**config.mk**
```make
export PLATFORM = sky130hd
export DESIGN_NAME = filter_win_ctrl_flat
export DESIGN_NICKNAME = d
export VERILOG_FILES = /design/src/rtl/filter_win_ctrl_if.sv /design/src/rtl/filter_win_ctrl.sv /design/src/flat_wrapper.sv
export SDC_FILE = /design/constraint.sdc
export NUM_CORES = 1
export LEC_CHECK = 0
export CAP_MARGIN = 20
export CELL_PAD_IN_SITES_DETAIL_PLACEMENT = 1
export CELL_PAD_IN_SITES_GLOBAL_PLACEMENT = 2
export CORE_MARGIN = 2
export CORE_UTILIZATION = 30
export DETAILED_ROUTE_END_ITERATION = 10
export PLACE_DENSITY_LB_ADDON = 0.1
export SYNTH_ARGS = -nofsm -noshare
export SYNTH_HDL_FRONTEND = slang
export SYNTH_SLANG_ARGS = --single-unit
```
**constraint.sdc**
```tcl
create_clock -name clk -period 2.9 [get_ports clk]
set_input_delay 0.725 -clock clk [delete_from_list [all_inputs] [get_ports clk]]
set_output_delay 0.725 -clock clk [all_outputs]
set_load 0.005 [all_outputs]
```
**src/rtl/filter_win_ctrl_if.sv**
```systemverilog
// Handshake bundle between the camera-side pixel stream and the 5x5 window
// sequencer.
//   master : drives frame_start / pix_valid and observes the control outputs
//   slave  : the sequencer; it consumes the pixel strobes and drives the
//            line-buffer controls, the filter enable and the output strobe
// Signals:
//   frame_start, pix_valid      pixel stream framing
//   lb_addr, lb_wr_en, row_map  line-buffer address, write select, row rotation
//   filt_en                     filter enable
//   out_valid, out_x, out_y     delayed valid with window-centre coordinates
//   frame_done, drop_err        end-of-frame pulse, sticky dropped-pixel flag
interface filter_win_ctrl_if #(
  parameter int ADDR_W = 10
);
  logic              frame_start;
  logic              pix_valid;
  logic [ADDR_W-1:0] lb_addr;
  logic [3:0]        lb_wr_en;
  logic [7:0]        row_map;
  logic              filt_en;
  logic              out_valid;
  logic [ADDR_W-1:0] out_x;
  logic [ADDR_W-1:0] out_y;
  logic              frame_done;
  logic              drop_err;

  modport master (
    output frame_start, pix_valid,
    input  lb_addr, lb_wr_en, row_map, filt_en, out_valid, out_x, out_y,
           frame_done, drop_err
  );

  modport slave (
    input  frame_start, pix_valid,
    output lb_addr, lb_wr_en, row_map, filt_en, out_valid, out_x, out_y,
           frame_done, drop_err
  );
endinterface

```
**src/rtl/filter_win_ctrl.sv**
```systemverilog
// Sequencer for the 5x5 binary Gaussian window filter. It tracks the pixel
// column/row inside a frame, drives address, write-select and row rotation
// for four external read-first 1-bit line buffers, raises filt_en when a full
// 5x5 neighbourhood is present, and emits out_valid with the window-centre
// coordinates FILT_LAT cycles after filt_en.
// Ports:
//   clk  rising-edge clock
//   rst  synchronous active-high reset
//   bus  filter_win_ctrl_if.slave (frame_start, pix_valid in; all else out)
module filter_win_ctrl #(
  parameter int IMG_W    = 640,
  parameter int IMG_H    = 480,
  parameter int ADDR_W   = 10,
  parameter int FILT_LAT = 2
) (
  input  logic                clk,
  input  logic                rst,
  filter_win_ctrl_if.slave    bus
);

  typedef enum logic [1:0] {S_IDLE, S_ACTIVE, S_DONE} state_t;

  localparam logic [ADDR_W-1:0] COL_LAST = ADDR_W'(IMG_W - 1);
  localparam logic [ADDR_W-1:0] ROW_LAST = ADDR_W'(IMG_H - 1);
  localparam logic [ADDR_W-1:0] WIN_MIN  = ADDR_W'(4);
  localparam logic [ADDR_W-1:0] CTR_OFS  = ADDR_W'(2);

  state_t            state_q, state_d;
  logic [ADDR_W-1:0] col_q, row_q;
  logic [1:0]        ptr_q;
  logic              frame_done_q, drop_err_q;

  logic              active, restart, accept, eol, last, win;
  logic [ADDR_W-1:0] col_eff, row_eff;
  logic [1:0]        ptr_eff;

  logic              vld_p0;
  logic [ADDR_W-1:0] x_p0, y_p0;
  logic              vld_pn [FILT_LAT];
  logic [ADDR_W-1:0] x_pn   [FILT_LAT];
  logic [ADDR_W-1:0] y_pn   [FILT_LAT];

  assign active  = (state_q == S_ACTIVE);
  // A frame_start during ACTIVE makes the coincident pixel pixel (0,0), so the
  // counters are bypassed to zero combinationally for that cycle.
  assign restart = active && bus.frame_start;
  assign col_eff = restart ? '0 : col_q;
  assign row_eff = restart ? '0 : row_q;
  assign ptr_eff = restart ? 2'd0 : ptr_q;

  assign accept  = active && bus.pix_valid;
  assign eol     = (col_eff == COL_LAST);
  assign last    = eol && (row_eff == ROW_LAST);
  assign win     = accept && (row_eff >= WIN_MIN) && (col_eff >= WIN_MIN);

  assign bus.lb_addr    = col_eff;
  assign bus.lb_wr_en   = accept ? (4'b0001 << ptr_eff) : 4'b0000;
  // Oldest row (r-4) sits in the buffer about to be overwritten; r-1 is the
  // buffer written on the previous line.
  assign bus.row_map    = {ptr_q, ptr_q + 2'd1, ptr_q + 2'd2, ptr_q + 2'd3};
  assign bus.filt_en    = vld_p0;
  assign bus.out_valid  = vld_pn[FILT_LAT-1];
  assign bus.out_x      = x_pn[FILT_LAT-1];
  assign bus.out_y      = y_pn[FILT_LAT-1];
  assign bus.frame_done = frame_done_q;
  assign bus.drop_err   = drop_err_q;

  always_comb begin
    state_d = state_q;
    unique case (state_q)
      S_IDLE:   if (bus.frame_start) state_d = S_ACTIVE;
      S_ACTIVE: if (accept && last) state_d = S_DONE;
      S_DONE:   state_d = bus.frame_start ? S_ACTIVE : S_IDLE;
      default:  state_d = S_IDLE;
    endcase
  end

  always_ff @(posedge clk) begin
    if (rst) begin
      state_q      <= S_IDLE;
      frame_done_q <= 1'b0;
      drop_err_q   <= 1'b0;
    end else begin
      state_q      <= state_d;
      frame_done_q <= accept && last;
      // A pixel dropped in the same cycle as frame_start still flags, so the
      // loss is never masked by the clear.
      if (bus.pix_valid && !active) drop_err_q <= 1'b1;
      else if (bus.frame_start)     drop_err_q <= 1'b0;
    end
  end

  always_ff @(posedge clk) begin
    if (rst) begin
      col_q <= '0;
      row_q <= '0;
      ptr_q <= 2'd0;
    end else if (bus.frame_start && !active) begin
      col_q <= '0;
      row_q <= '0;
      ptr_q <= 2'd0;
    end else if (accept) begin
      if (eol) begin
        col_q <= '0;
        row_q <= last ? '0 : row_eff + 1'b1;
        ptr_q <= ptr_eff + 2'd1;
      end else begin
        col_q <= col_eff + 1'b1;
        row_q <= row_eff;
        ptr_q <= ptr_eff;
      end
    end else if (restart) begin
      col_q <= '0;
      row_q <= '0;
      ptr_q <= 2'd0;
    end
  end

  // Stage p0: filter enable, aligned with read-first RAM output
  always_ff @(posedge clk) begin
    if (rst) begin
      vld_p0 <= 1'b0;
      x_p0   <= '0;
      y_p0   <= '0;
    end else begin
      vld_p0 <= win;
      if (win) begin
        x_p0 <= col_eff - CTR_OFS;
        y_p0 <= row_eff - CTR_OFS;
      end
    end
  end

  // Stages p1..pFILT_LAT: match filter latency; only rst flushes windows in flight
  always_ff @(posedge clk) begin
    if (rst) begin
      for (int i = 0; i < FILT_LAT; i++) begin
        vld_pn[i] <= 1'b0;
        x_pn[i]   <= '0;
        y_pn[i]   <= '0;
      end
    end else begin
      vld_pn[0] <= vld_p0;
      x_pn[0]   <= x_p0;
      y_pn[0]   <= y_p0;
      for (int i = 1; i < FILT_LAT; i++) begin
        vld_pn[i] <= vld_pn[i-1];
        x_pn[i]   <= x_pn[i-1];
        y_pn[i]   <= y_pn[i-1];
      end
    end
  end

endmodule

```
**src/flat_wrapper.sv**
```systemverilog
// flat-port wrapper written by rule: the top's interface ports become plain ports
module filter_win_ctrl_flat 
#(
  parameter int IMG_W    = 640,
  parameter int IMG_H    = 480,
  parameter int ADDR_W   = 10,
  parameter int FILT_LAT = 2
)
  (clk, rst, bus_frame_start, bus_pix_valid, bus_lb_addr, bus_lb_wr_en, bus_row_map, bus_filt_en, bus_out_valid, bus_out_x, bus_out_y, bus_frame_done, bus_drop_err);
  filter_win_ctrl_if #(.ADDR_W(ADDR_W)) bus_i ();
  input  logic clk;
  input  logic rst;
  input wire logic [$bits(bus_i.frame_start)-1:0] bus_frame_start;
  input wire logic [$bits(bus_i.pix_valid)-1:0] bus_pix_valid;
  output wire logic [$bits(bus_i.lb_addr)-1:0] bus_lb_addr;
  output wire logic [$bits(bus_i.lb_wr_en)-1:0] bus_lb_wr_en;
  output wire logic [$bits(bus_i.row_map)-1:0] bus_row_map;
  output wire logic [$bits(bus_i.filt_en)-1:0] bus_filt_en;
  output wire logic [$bits(bus_i.out_valid)-1:0] bus_out_valid;
  output wire logic [$bits(bus_i.out_x)-1:0] bus_out_x;
  output wire logic [$bits(bus_i.out_y)-1:0] bus_out_y;
  output wire logic [$bits(bus_i.frame_done)-1:0] bus_frame_done;
  output wire logic [$bits(bus_i.drop_err)-1:0] bus_drop_err;
  assign bus_i.frame_start = bus_frame_start;
  assign bus_i.pix_valid = bus_pix_valid;
  assign bus_lb_addr = bus_i.lb_addr;
  assign bus_lb_wr_en = bus_i.lb_wr_en;
  assign bus_row_map = bus_i.row_map;
  assign bus_filt_en = bus_i.filt_en;
  assign bus_out_valid = bus_i.out_valid;
  assign bus_out_x = bus_i.out_x;
  assign bus_out_y = bus_i.out_y;
  assign bus_frame_done = bus_i.frame_done;
  assign bus_drop_err = bus_i.drop_err;
  filter_win_ctrl #(.IMG_W(IMG_W), .IMG_H(IMG_H), .ADDR_W(ADDR_W), .FILT_LAT(FILT_LAT)) u_core (.clk(clk), .rst(rst), .bus(bus_i));
endmodule
```
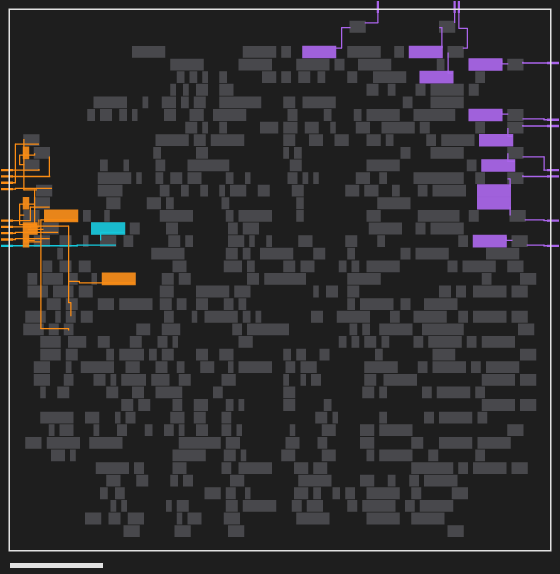
Run 1: nets reached from selected ports
The bar under the picture is 20 um long.
| color | port | bits | direction | edge | end cells | wire |
|---|---|---|---|---|---|---|
| cyan | bus_frame_done | 1 | output | left | 1 | 29.2 um |
| purple | bus_out_y | 10 | output | 7 right, 3 top | 10 | 92.9 um |
| orange | bus_row_map | 8 | output | left | 6 | 207 um |

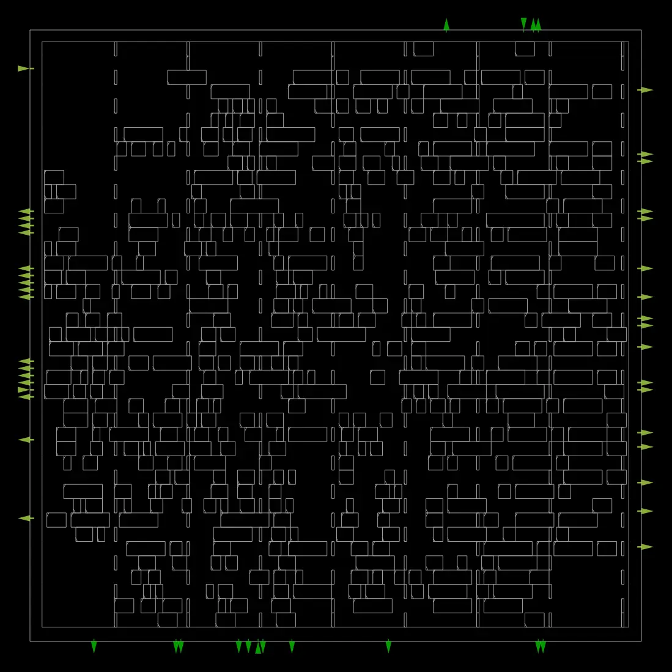
Run 1: placed standard cells
flop count: 89
Layout Cells excl Fill: 635
n_taps: 172
num rows: 41
Fillers: 1,435

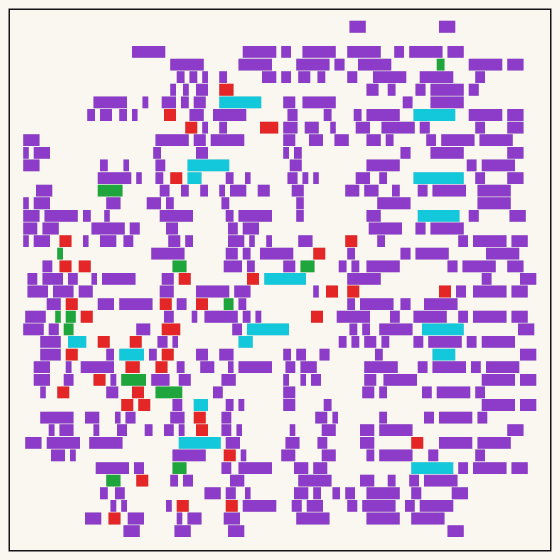
Run 1: cell sizes after repair
| color | size | cells | share |
|---|---|---|---|
| red | x3 and x4 | 40 | 8.6% |
| purple | x1 and smaller | 394 | 85% |
| cyan | x6 and larger | 16 | 3.5% |
| green | x2 | 13 | 2.8% |
bufs w/o clock: 86
final worst slack: 0.0676 ns
area delta synth->final: 27.2%

==> results.cfg, run 1 <==
; physical design summary
[route]
vias = 2994
postRouteAntennaNets = 0
wl_per_cell_um = 14.1
routed_wl_um = 8960
drt_iter0_drc = 124
route.detailed.drc = 0
wl_met2_um = 4200
top_layer = met4
met3WireLength_um = 430
met1Wirelength_um = 4140
viasPerCell = 4.71
drt-pass1-iter-count = 4

[cts]
clkTransAtPathRegs_ns = 0.06
cts_inserted_buffers = 9
postCtsResizedCells = 8
cts.htree.levels = 3
cts_root_buf = clkbuf_16
cts_tree = yes
hold_buffers = 0
cts_max_path_buffers = 2
cts.sinks = 89
clkLatencyLatePin_ns = 0.35
cts_setup_buffers = 4

[synthesis]
edf_count = 0
ys_chip_area_mm2 = 0.00380
yosys_cells = 414
ys.flop_type = dfxtp_1
synth-async-reset-ratio_pct = 0
netlist_instances = 414
numSynthFlops = 89
yosysUniqueCellTypes = 50
top_area_cell = dfxtp_1
top_cells_by_area = dfxtp_1 47%, nor2b_1 7.3%, buf_4 4.4%
synth_area_mm2 = 0.00380
yosys-top-cells-count = 89 x dfxtp_1, 44 x nor2b_1, 31 x a21oi_1, 22 x buf_4
avgSynthCellArea_um2 = 9.17
top_cell = dfxtp_1
ys_seq_share_pct = 46.9
yosysWarningCount = 0
fp_nets = 423

[worst_hold_path]
hp-class = register to register
hold_start = u_core.x_pn[0][7]
min_path_cells = 1
worstHoldEndpoint = u_core.x_pn[0][17]

[layout]
largest_cell_class = registers
postLayoutCoreUtil_pct = 38.7
clock_cell_area_share_pct = 6.45
drive_gt1_share_pct = 14.9
comb_area_mm2 = 0.00169
antenna_cells = 0
buf_share_pct = 16.1
layout_top_cells = 89 x dfxtp_1, 44 x nor2b_1, 43 x clkdlybuf4s50_1
comb_share_pct = 35.0
fin_area_mm2 = 0.00483
sh_seq_area_pct = 36.9
clockBufferCount = 10
seq_area_mm2 = 0.00178
finalNetCount = 467
multi_input_comb_cells = 259
num-nonclk-inverters = 13
final_common_cell = dfxtp_1

[power_and_ir_drop]
power.density_mw_per_mm2 = 524
swShare_pct = 22.4
leakagePower_nw = 1.82
clock_power_share_pct = 47.7
p_int_mw = 1.96
net-switching-power_mw = 0.567
peakVddDrop_uv = 205
p_comb_share_pct = 3.7
seqPwrFrac_pct = 48.5

[global_route]
grt-busiest-layer = met2
grt_overflow = 0
antenna_found_initial = 0
grt_use_met2_pct = 23.5
use_met3_pct = 3.63
grt_pass1_vias = 3038
grt_max_degree = 35
grt_usage_pct = 14.4
met1_usage_pct = 18.3
grt_pass1_wl_um = 15000

[place]
hpwlAfterDp_um = 6460
portBuffers = 49
place.gp.congestion = 0.765
dp_cells = 614
place_area_mm2 = 0.00445

[critical_path]
critPathCaptureType = primary output
regToRegSetupSlack_ns = 0.36
crit_required_ns = 2.17
endpoint = bus_lb_addr[5]
r2r-end = u_core.row_q[7]
r2r-start = u_core.state_q[1]
path_class = input port to primary output
critical_path_arrival_ns = 2.11
critPathLaunchType = input port
cp-startpoint = bus_frame_start
rr_worst_depth = 9
crit_fanout = 13

[timing]
hold_viol = 0
setup_viol = 0
fin_crit_sh_pct = 97.7
rsz0062_at_grt = yes
layout_min_cycle_time_ns = 2.83
tns_ns = 0
maxSlewViolCount = 0
hold_ws_ns = 0.436
tightest_slew_ns = 0.718
relSlewSlack_pct = 52.0
fmax_ghz = 0.353
skew_ns = 0.00963

[floorplanning]
io_pins = 50
die_h_um = 116
initCoreUtil_pct = 30.5
die_area_mm2 = 0.0136
die_w_um = 116
coreArea_mm2 = 0.0125

[run]
maxCapViolCount = 0
warnings = 30

[outcome]
status = complete, no violations
==> run 1: cells by family (layout without fill, tap and decap cells) <==
| kind of cell | Yosys count | after routing | share of synthesized area [%] |
|---|---|---|---|
| XOR/XNOR | 19 | 19 | 4.38 |
| AND-OR/OR-AND | 75 | 75 | 13.0 |
| adder cells (fa/ha/maj) | 5 | 5 | 1.65 |
| buffers and inverters | 66 | 115 | 9.23 |
| multiplexers | 1 | 1 | 0.264 |
| AND/OR/NAND/NOR | 159 | 159 | 24.5 |
| flip-flops | 89 | 89 | 46.9 |
==> run 1: through the flow <==
| stage | total power [mW] | worst slack (ns) |
|---|---|---|
| 6_report | 2.53 | 0.0676 |
| 5_1_grt | 2.63 | -0.00360 |
| 4_1_cts | 2.57 | 0.0000673 |
| 3_5_place_dp | 1.35 | -0.451 |
| 3_3_place_gp | 1.35 | -0.362 |
| 2_1_floorplan | 1.30 | 0.0203 |
==> run 1: power by group through the flow <==
| stage | Combinational [mW] | Clock, mW | Sequential, mW |
|---|---|---|---|
| after detailed placement | 0.0903 | 0 | 1.26 |
| after CTS | 0.0953 | 1.24 | 1.23 |
| after global placement | 0.0899 | 0 | 1.26 |
| after global routing | 0.103 | 1.30 | 1.23 |
| final | 0.0939 | 1.21 | 1.23 |
| after floorplan | 0.0483 | 0 | 1.26 |
==> run 1: sequential cells by signal, summed over array words and instances (netlist names), 2 cells and up <==
name / cells
u_core.vld_pn: 2
u_core.ptr_q: 2
u_core.col_q: 10
u_core.y_p0: 10
u_core.x_p0: 10
u_core.state_q: 2
u_core.y_pn: 20
u_core.x_pn: 20
u_core.row_q: 10
==> run 1: worst max-delay path, stage by stage <==
cell and delay (ns):
dlygate4sd2_1 0.26, nand3b_1 0.15, buf_4 0.16, buf_8 0.14, and2_1 0.16, clkdlybuf4s50_1 0.51
Run 1, placed cells, one color a class:
Fill, decap, tap and diode cells in gray.
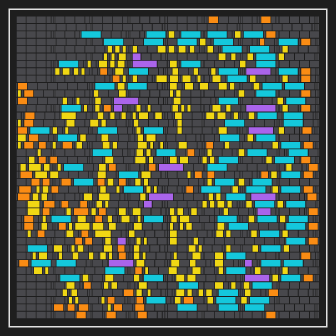

## Run 2: what changed since run 1
CORE_UTILIZATION = 35   (was 30)
DONT_BUFFER_PORTS = 1   (was default)
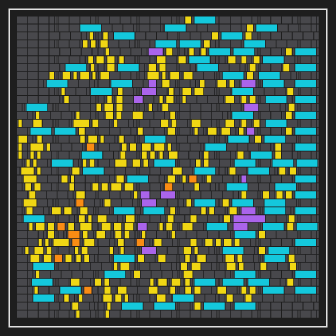
Run 2: placed cells, one color a class
Fill, decap, tap and diode cells in gray.
| color | class | cells | share of their area |
|---|---|---|---|
| orange | remaining buffers and delay cells | 10 | 2.1% |
| yellow | remaining logic cells | 272 | 46% |
| purple | clock drivers and dummy loads | 16 | 5.3% |
| cyan | registers | 89 | 47% |

==> results.cfg, run 2 <==
; physical design summary
[timing]
setup_viol = 0
relSlewSlack_pct = 49.7
hold_viol = 0
fin_crit_sh_pct = 91.8
skew_ns = 0.00621
setup_slack_ns = 0.239
fmax_ghz = 0.376

[synthesis]
synth-async-reset-ratio_pct = 0
top_cells_by_area = dfxtp_1 47%, nor2b_1 7.3%, buf_4 4.4%
adder_share_pct = 1.65
logic_family = simple AND/OR/NAND/NOR gates
top_cell = dfxtp_1
mux_area_share_pct = 0.264
top_area_cell = dfxtp_1
yosysWarningCount = 0
ys_seq_share_pct = 46.9
yosys-top-cells-count = 89 x dfxtp_1, 44 x nor2b_1, 31 x a21oi_1, 22 x buf_4
yosys.area_share.aoi_pct = 13.0
netlist_instances = 414
ys.flop_type = dfxtp_1
yosysUniqueCellTypes = 50
synth_area_mm2 = 0.00380

[place]
place.gp.congestion = 0.789
hpwlAfterDp_um = 5620
portBuffers = 0

[outcome]
status = complete, no violations

[critical_path]
crit_required_ns = 3.18
r2r-start = u_core.state_q[1]
cpLargestDelayFamily = simple AND/OR/NAND/NOR gates
cp_slowest_cell = or4_1
path_class = register to register
rr_worst_depth = 8
worstPathCellList = nand3b_1, and2_1, ha_2, nand4bb_1, or4_1, buf_4, o31a_1, nor3_1
critPathLaunchType = register
regToRegSetupSlack_ns = 0.24

[route]
route.detailed.drc = 0
top_layer = met4
met3WireLength_um = 371
drt-pass1-iter-count = 5
vias = 2714
wl_per_cell_um = 16.1
postRouteAntennaNets = 0
drt_iter0_drc = 80

[floorplanning]
io_pins = 50
initCoreUtil_pct = 35.5
die_h_um = 108
die_area_mm2 = 0.0117
row_count = 38

[global_route]
grt_overflow = 0
grt-busiest-layer = met2
met1_usage_pct = 20.9
grt_max_degree = 73
grt_use_met2_pct = 23.8
use_met3_pct = 3.38

[power_and_ir_drop]
p_comb_share_pct = 2.2
net-switching-power_mw = 0.514
swShare_pct = 23.8
leakagePower_nw = 1.40
peakVddDrop_uv = 236
clock_power_share_pct = 40.8
power.density_mw_per_mm2 = 545

[cts]
hold_buffers = 0
cts_max_path_buffers = 2
cts_tree = yes

[layout]
antenna_cells = 0
finalNetCount = 391
synthToLayoutAreaGrowth_pct = 4.32
top_regs = u_core.x_pn: 20 flops, u_core.y_pn: 20 flops

[run]
maxCapViolCount = 0

[worst_hold_path]
worstHoldEndpoint = u_core.y_pn[0][17]
min_path_cells = 1
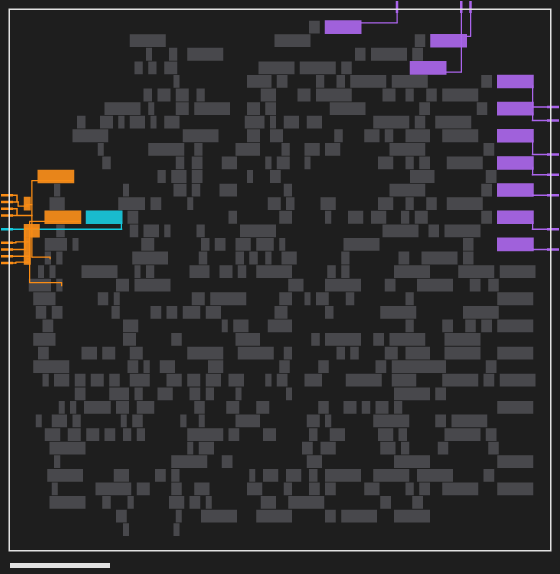
Run 2: nets reached from selected ports
The bar under the picture is 20 um long.
| color | port | bits | direction | edge | end cells | wire |
|---|---|---|---|---|---|---|
| purple | bus_out_y | 10 | output | 7 right, 3 top | 10 | 64.4 um |
| cyan | bus_frame_done | 1 | output | left | 1 | 23.4 um |
| orange | bus_row_map | 8 | output | left | 6 | 91.3 um |

-- run 2: cell count changes in the layout (fill, tap and decap cells not counted), sizes merged --
cell | before | now
clkbuf | 10 | 9
inv | 16 | 15
clkinvlp | 1 | 2
clkdlybuf4s50 | 43 | 0
clkinv | 1 | 2
dlygate4sd2 | 2 | 0
buf | 38 | 10
dlymetal6s2s | 3 | 0
-- run 2: cell type report --
cell class	count	area (um2)
clock buffers	9	124
clock inverters	7	76.3
fillers	1253	6740
inverters	13	48.8
multi-input cells	259	1680
flip-flops and latches	89	1780
well taps	140	175
repair buffers	10	78.8
-- run 2: power by group through the flow --
stage	Combinational, mW	Sequential [mW]	Clock, mW
floorplan	0.0483	1.26	0
global placement	0.0463	1.26	0
detailed placement	0.0471	1.26	0
CTS	0.0474	1.23	0.917
global route	0.0528	1.23	0.972
finish	0.0472	1.23	0.881
-- run 2: worst max path at each step --
stage                            to              start  slack, ns  cells past startpoint
global placement    u_core.row_q[7]    bus_frame_start       0.10                      8
CTS                 bus_lb_wr_en[1]  u_core.state_q[1]       0.15                      6
finish              u_core.row_q[7]  u_core.state_q[1]       0.24                      8
global route        u_core.row_q[7]  u_core.state_q[1]       0.08                      8
detailed placement  u_core.row_q[7]    bus_frame_start      0.007                      8
floorplan           u_core.row_q[7]    bus_frame_start       0.02                     10
-- run 2: what timing repair did --
item | CTS | global route
endpoints found under the setup margin | 0 | 2
gates resized | 0 | 1
setup buffers | 0 | 0
hold endpoints to repair | 0 | 0
-- run 2: through the flow --
stage,utilization (%),instance area (um2)
floorplan,-,3820
global placement,35.1,3760
detailed placement,35.1,3760
CTS,37.0,3960
global route,37.0,3960
finish,37.0,3960
No activity file was given, so power comes from the tool's default toggle rates.
